--- config.mk ---
export PLATFORM = sky130hd
export DESIGN_NAME = pipelined_carry_skip_adder_flat
export DESIGN_NICKNAME = d
export VERILOG_FILES = /design/src/rtl/pipelined_carry_skip_adder_pkg.sv /design/src/rtl/pipelined_carry_skip_adder_if.sv /design/src/rtl/pipelined_carry_skip_adder_csa_block.sv /design/src/rtl/pipelined_carry_skip_adder.sv /design/src/flat_wrapper.sv
export SDC_FILE = /design/constraint.sdc
export NUM_CORES = 1
export LEC_CHECK = 0
export ABC_AREA = 1
export CAP_MARGIN = 10
export CORE_MARGIN = 2
export CORE_UTILIZATION = 47
export DETAILED_ROUTE_END_ITERATION = 10
export HOLD_SLACK_MARGIN = 0.06
export PLACE_DENSITY = 0.78
export RECOVER_POWER = 25
export SLEW_MARGIN = 20
export SYNTH_ARGS = -nofsm -noshare
export SYNTH_HDL_FRONTEND = slang
export SYNTH_SLANG_ARGS = --single-unit
--- constraint.sdc ---
create_clock -name clk -period 7.2 [get_ports clk]
set_clock_uncertainty 0.2 [all_clocks]
set_input_delay 1.44 -clock clk [delete_from_list [all_inputs] [get_ports clk]]
set_output_delay 1.44 -clock clk [all_outputs]
set_load 0.1 [all_outputs]
--- src/rtl/pipelined_carry_skip_adder_pkg.sv ---
// Shared constants and stage record for the pipelined carry-skip adder.
// The record below is laid out at the default width; the top mirrors it at its own WIDTH.
package pipelined_carry_skip_adder_pkg;

    localparam int DEF_WIDTH = 16;
    localparam int DEF_BLOCK = 4;

    typedef struct packed {
        logic                 vld;
        logic [DEF_WIDTH-1:0] a;
        logic [DEF_WIDTH-1:0] b;
        logic [DEF_WIDTH-1:0] sum;
        logic                 carry;
        logic                 cmsb;
    } stage_t;

endpackage

--- src/rtl/pipelined_carry_skip_adder_if.sv ---
// Valid/ready operand and result bus of the pipelined carry-skip adder.
interface pipelined_carry_skip_adder_if
    import pipelined_carry_skip_adder_pkg::*;
#(
    parameter int WIDTH = DEF_WIDTH
);
    logic             in_valid;
    logic             in_ready;
    logic [WIDTH-1:0] a;
    logic [WIDTH-1:0] b;
    logic             cin;
    logic             sub;
    logic             out_valid;
    logic             out_ready;
    logic [WIDTH-1:0] sum;
    logic             cout;
    logic             ovf;

    modport master (
        output in_valid, a, b, cin, sub, out_ready,
        input  in_ready, out_valid, sum, cout, ovf
    );

    modport slave (
        input  in_valid, a, b, cin, sub, out_ready,
        output in_ready, out_valid, sum, cout, ovf
    );
endinterface

--- src/rtl/pipelined_carry_skip_adder_csa_block.sv ---
// One combinational BLOCK-bit slice: ripple sum plus a skip mux on the block carry-out.
module csa_block
    import pipelined_carry_skip_adder_pkg::*;
#(
    parameter int BLOCK = DEF_BLOCK
) (
    input  logic [BLOCK-1:0] a,
    input  logic [BLOCK-1:0] b,
    input  logic             ci,
    output logic [BLOCK-1:0] s,
    output logic             co,
    output logic             cm
);
    logic [BLOCK:0] c;
    logic           prop;

    always_comb begin
        c    = '0;
        s    = '0;
        c[0] = ci;
        for (int i = 0; i < BLOCK; i++) begin
            s[i]   = a[i] ^ b[i] ^ c[i];
            c[i+1] = (a[i] & b[i]) | ((a[i] ^ b[i]) & c[i]);
        end
    end

    // When every bit propagates the incoming carry bypasses the ripple chain.
    assign prop = &(a ^ b);
    assign co   = prop ? ci : c[BLOCK];
    assign cm   = c[BLOCK-1];
endmodule

--- src/rtl/pipelined_carry_skip_adder.sv ---
// Adder pipelined one carry-skip block per stage, with per-stage valid and backpressure.
module pipelined_carry_skip_adder
    import pipelined_carry_skip_adder_pkg::*;
#(
    parameter int WIDTH = DEF_WIDTH,
    parameter int BLOCK = DEF_BLOCK
) (
    input logic                         clk,
    input logic                         rst,
    pipelined_carry_skip_adder_if.slave bus
);
    localparam int NBLK = WIDTH / BLOCK;

    typedef struct packed {
        logic             vld;
        logic [WIDTH-1:0] a;
        logic [WIDTH-1:0] b;
        logic [WIDTH-1:0] sum;
        logic             carry;
        logic             cmsb;
    } stage_rec_t;

    if ((WIDTH % BLOCK) != 0 || WIDTH < BLOCK) begin : g_bad_width
        $error("pipelined_carry_skip_adder: WIDTH must be a non-zero multiple of BLOCK");
    end

    logic [NBLK-1:0] vld;
    logic [NBLK-1:0] adv;
    logic [NBLK-1:0] ld;
    logic            rdy_en;
    logic            in_rdy;

    // Holds in_ready low through reset and for the first edge after release.
    always_ff @(posedge clk or posedge rst) begin
        if (rst) rdy_en <= 1'b0;
        else     rdy_en <= 1'b1;
    end

    always_comb begin
        adv         = '0;
        adv[NBLK-1] = vld[NBLK-1] & bus.out_ready;
        for (int k = NBLK - 2; k >= 0; k--) begin
            adv[k] = vld[k] & (~vld[k+1] | adv[k+1]);
        end
    end

    assign in_rdy       = rdy_en & (~vld[0] | adv[0]);
    assign bus.in_ready = in_rdy;

    for (genvar k = 0; k < NBLK; k++) begin : g_stage
        stage_rec_t       stg_p;
        stage_rec_t       nxt;
        logic [WIDTH-1:0] in_a;
        logic [WIDTH-1:0] in_b;
        logic [WIDTH-1:0] in_sum;
        logic             in_c;
        logic [BLOCK-1:0] blk_s;
        logic             blk_co;
        logic             blk_cm;

        // Stage 0 takes raw operands, with b inverted and carry forced for subtract.
        if (k == 0) begin : g_head
            assign in_a   = bus.a;
            assign in_b   = bus.sub ? ~bus.b : bus.b;
            assign in_c   = bus.sub | bus.cin;
            assign in_sum = '0;
            assign ld[0]  = bus.in_valid & in_rdy;
        end else begin : g_body
            assign in_a   = g_stage[k-1].stg_p.a;
            assign in_b   = g_stage[k-1].stg_p.b;
            assign in_c   = g_stage[k-1].stg_p.carry;
            assign in_sum = g_stage[k-1].stg_p.sum;
            assign ld[k]  = adv[k-1];
        end

        csa_block #(.BLOCK(BLOCK)) u_blk (
            .a  (in_a[k*BLOCK +: BLOCK]),
            .b  (in_b[k*BLOCK +: BLOCK]),
            .ci (in_c),
            .s  (blk_s),
            .co (blk_co),
            .cm (blk_cm)
        );

        always_comb begin
            nxt                       = '0;
            nxt.vld                   = 1'b1;
            nxt.a                     = in_a;
            nxt.b                     = in_b;
            nxt.sum                   = in_sum;
            nxt.sum[k*BLOCK +: BLOCK] = blk_s;
            nxt.carry                 = blk_co;
            nxt.cmsb                  = blk_cm;
        end

        always_ff @(posedge clk or posedge rst) begin
            if (rst) begin
                stg_p.vld <= 1'b0;
            end else if (ld[k]) begin
                stg_p <= nxt;
            end else if (adv[k]) begin
                stg_p.vld <= 1'b0;
            end
        end

        assign vld[k] = stg_p.vld;

        if (k < NBLK - 1) begin : g_mid
            logic unused_cm;
            assign unused_cm = stg_p.cmsb;
        end
    end

    stage_rec_t last;
    logic       unused_tail;

    assign last          = g_stage[NBLK-1].stg_p;
    assign unused_tail   = ^{last.a, last.b};
    assign bus.out_valid = last.vld;
    assign bus.sum       = last.vld ? last.sum : '0;
    assign bus.cout      = last.vld & last.carry;
    assign bus.ovf       = last.vld & (last.carry ^ last.cmsb);
endmodule

--- src/flat_wrapper.sv ---
// flat-port wrapper written by rule: the top's interface ports become plain ports
module pipelined_carry_skip_adder_flat import pipelined_carry_skip_adder_pkg::*;
#(
    parameter int WIDTH = DEF_WIDTH,
    parameter int BLOCK = DEF_BLOCK
)
  (clk, rst, bus_in_valid, bus_a, bus_b, bus_cin, bus_sub, bus_out_ready, bus_in_ready, bus_out_valid, bus_sum, bus_cout, bus_ovf);
  pipelined_carry_skip_adder_if #(.WIDTH(WIDTH)) bus_i ();
  input logic clk;
  input logic rst;
  input wire logic [$bits(bus_i.in_valid)-1:0] bus_in_valid;
  input wire logic [$bits(bus_i.a)-1:0] bus_a;
  input wire logic [$bits(bus_i.b)-1:0] bus_b;
  input wire logic [$bits(bus_i.cin)-1:0] bus_cin;
  input wire logic [$bits(bus_i.sub)-1:0] bus_sub;
  input wire logic [$bits(bus_i.out_ready)-1:0] bus_out_ready;
  output wire logic [$bits(bus_i.in_ready)-1:0] bus_in_ready;
  output wire logic [$bits(bus_i.out_valid)-1:0] bus_out_valid;
  output wire logic [$bits(bus_i.sum)-1:0] bus_sum;
  output wire logic [$bits(bus_i.cout)-1:0] bus_cout;
  output wire logic [$bits(bus_i.ovf)-1:0] bus_ovf;
  assign bus_i.in_valid = bus_in_valid;
  assign bus_i.a = bus_a;
  assign bus_i.b = bus_b;
  assign bus_i.cin = bus_cin;
  assign bus_i.sub = bus_sub;
  assign bus_i.out_ready = bus_out_ready;
  assign bus_in_ready = bus_i.in_ready;
  assign bus_out_valid = bus_i.out_valid;
  assign bus_sum = bus_i.sum;
  assign bus_cout = bus_i.cout;
  assign bus_ovf = bus_i.ovf;
  pipelined_carry_skip_adder #(.WIDTH(WIDTH), .BLOCK(BLOCK)) u_core (.clk(clk), .rst(rst), .bus(bus_i));
endmodule
### Wires at chosen ports, followed through buffers

The bar under the picture is 20 µm long.
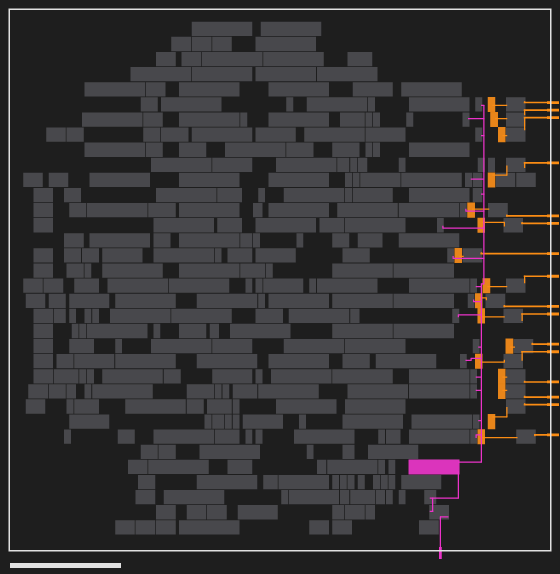
Orange shows `bus_sum`, direction output, edge right, end cells 16, wire 136 µm. Magenta shows `bus_out_valid`, direction output, edge bottom, end cells 1, wire 127 µm.
Buffers on Ports: 57
I/O pins: 58

==> CHANGELOG.md <==
### Implementation results

* Inserted Clock Buffers at 9
* Hpwl dp at 3940 µm
* Number of cells in Yosys stat at 261
* Minimum clock period at 5.04 ns
* Max-Cap Viols at 0
* Post-synth cell types at 22
* Hold Crit Start: u_core.g_stage[3].in_sum[9]
* Peak Freq at 198 MHz
* Die height at 97.2 µm
* Kind of path behind the tightest hold check: flop to flop
* Die Wd at 97.2 µm
* RR Endpoint: u_core.g_stage[3].in_sum[11]
* Mean Syn Cell Area at 15.7 µm²
* CP most frequent cell: clkdlybuf4s50_1
* Setup TNS at 0 ns
* First-pass DRT Iterations at 4
* Hold path endpoint: u_core.g_stage[3].stg_p[11]
* Post-CTS sizing at 0
* Drc violations at 0
* OpenROAD warnings at 42
* YS warnings at 0
* Fraction of layout cells with a size suffix above 1 at 6.63%
* R2r startpoint: u_core.g_stage[2].in_c
* Routed wire length at 5130 µm
* GPL Wtd Cong at 0.710
* CTS tree: yes
* Max transition margin at 35.5%
* Post-Syn Instances at 261
* Nets@finish at 397
* Antenna viol nets, final at 0
* Initial antenna violation count at 0
* Crit path arrival time at 3.40 ns
* Via density at 4.30
* Placed insts at 424
* Status: finished, final reports clean
* Cells along the critical path: clkdlybuf4s50_1, nor2_8, nand4_2, and2_1, clkdlybuf4s50_1
* Final std cells w/o fill at 440
* Total power per unit cell area at 240 nW/µm²
* Pwr Total at 1.19 mW
* RSZ-0062 raised after global routing: false
* Vias in the first global route at 1864
* First-pass GRT wire length at 8560 µm
* CP peak stage delay at 1.12 ns
* Post-DP Area at 4770 µm²
* Area leader, netlist: edfxtp_1
### Placed standard cells

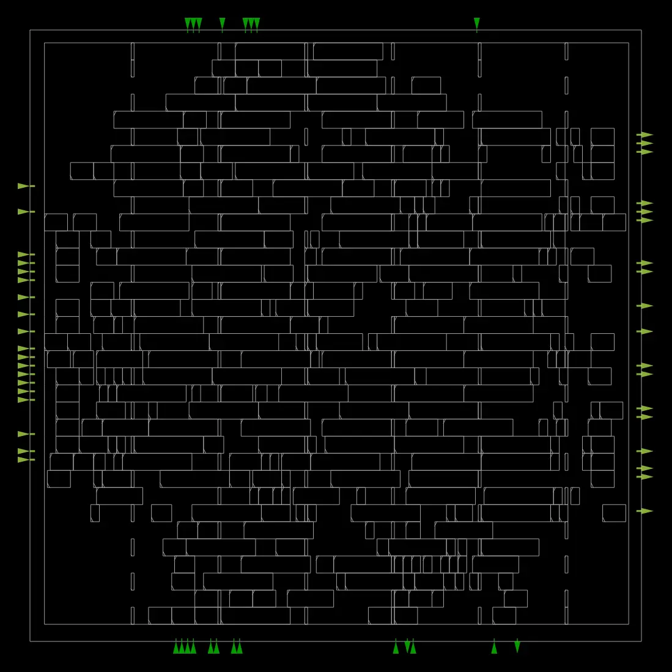
Fill cells: 664
Tapcells: 108
num rows: 34

-- sequential cells by signal (all words and copies together), names as in the netlist --
signal                 flops
u_core.g_stage.in_a       24
u_core.g_stage.in_b       24
u_core.g_stage.in_sum     24
u_core.g_stage.stg_p      21
u_core.g_stage.in_c        3
u_core.bus.out_valid       1
u_core.rdy_en              1
-- report_power, final --
| group | internal, mW | switching, mW |
|---|---|---|
| combinational | 0.0616 | 0.147 |
| sequential | 0.653 | 0.0144 |
| clock | 0.137 | 0.176 |
-- Yosys cell counts --
master / instances
edfxtp_1: 93
inv_1: 58
nand2_1: 28
fa_1: 16
ha_1: 16
xor2_1: 14
dfrtp_1: 5
nor2_1: 5
nand3_1: 4
a21oi_1: 3
buf_6: 3
nand4_1: 3
o21ai_0: 3
xnor2_1: 2
and2_1: 1
buf_2: 1
conb_1: 1
inv_2: 1
inv_4: 1
nand4_2: 1
nor2_8: 1
or2_1: 1
-- worst register-to-register path, cell delays in order (launching register included) --
cell      delay [ns]
edfxtp_1        0.41
inv_1           0.10
fa_1            0.17
inv_1           0.05
fa_1            0.46
fa_1            0.44
inv_1           0.11
fa_1            0.41
inv_1           0.07
-- area by class of cell --
class | count | area (µm²)
Multi-Input combinational cell | 99 | 905
Inverter | 60 | 228
Clock buffer | 11 | 141
Sequential cell | 98 | 2920
Tap cell | 108 | 135
Clock inverter | 5 | 40.0
Timing Repair Buffer | 59 | 586
Fill cell | 664 | 3640
-- layer usage --
metal  global-route usage [%]  vias to the layer above  part of all wire [%]
met2                     20.4                       48                    52
met4                     6.09                        0                   2.1
met5                        0                        -                     0
met1                     13.6                      868                    41
met3                     2.45                        8                   4.3
li1                         -                      970                     -
-- how the worst max path moves through the flow --
stage	from	cells after the start	to	slack [ns]
2_1_floorplan	u_core.bus.out_valid	3	bus_ovf	2.86
3_3_place_gp	bus_out_ready	5	bus_in_ready	2.16
3_5_place_dp	bus_out_ready	5	bus_in_ready	2.15
4_1_cts	bus_out_ready	5	bus_in_ready	2.14
5_1_grt	bus_out_ready	5	bus_in_ready	2.12
6_report	bus_out_ready	5	bus_in_ready	2.16
-- cell families after synthesis --
family                   after synthesis  share of synthesized area (%)
other                                  1                         0.0918
flip-flops                            98                           71.4
AND/OR/NAND/NOR                       44                           5.08
XOR/XNOR                              16                           3.43
AND-OR/OR-AND                          6                          0.735
adder cells (fa/ha/maj)               32                           12.7
buffers and inverters                 64                           6.52
-- cell usage in the layout, fill, tap and decap left out, types with 2 or more instances in the layout --
master           count
a21oi_1              3
buf_4                2
clkbuf_8            10
clkdlybuf4s50_1     57
clkinv_4             4
dfrtp_1              5
edfxtp_1            93
fa_1                16
ha_1                16
inv_1               58
nand2_1             28
nand3_1              4
nand4_1              3
nor2_1               4
o21ai_0              3
xnor2_1              2
xor2_1              14
Power is estimated from default activity; no workload was simulated.
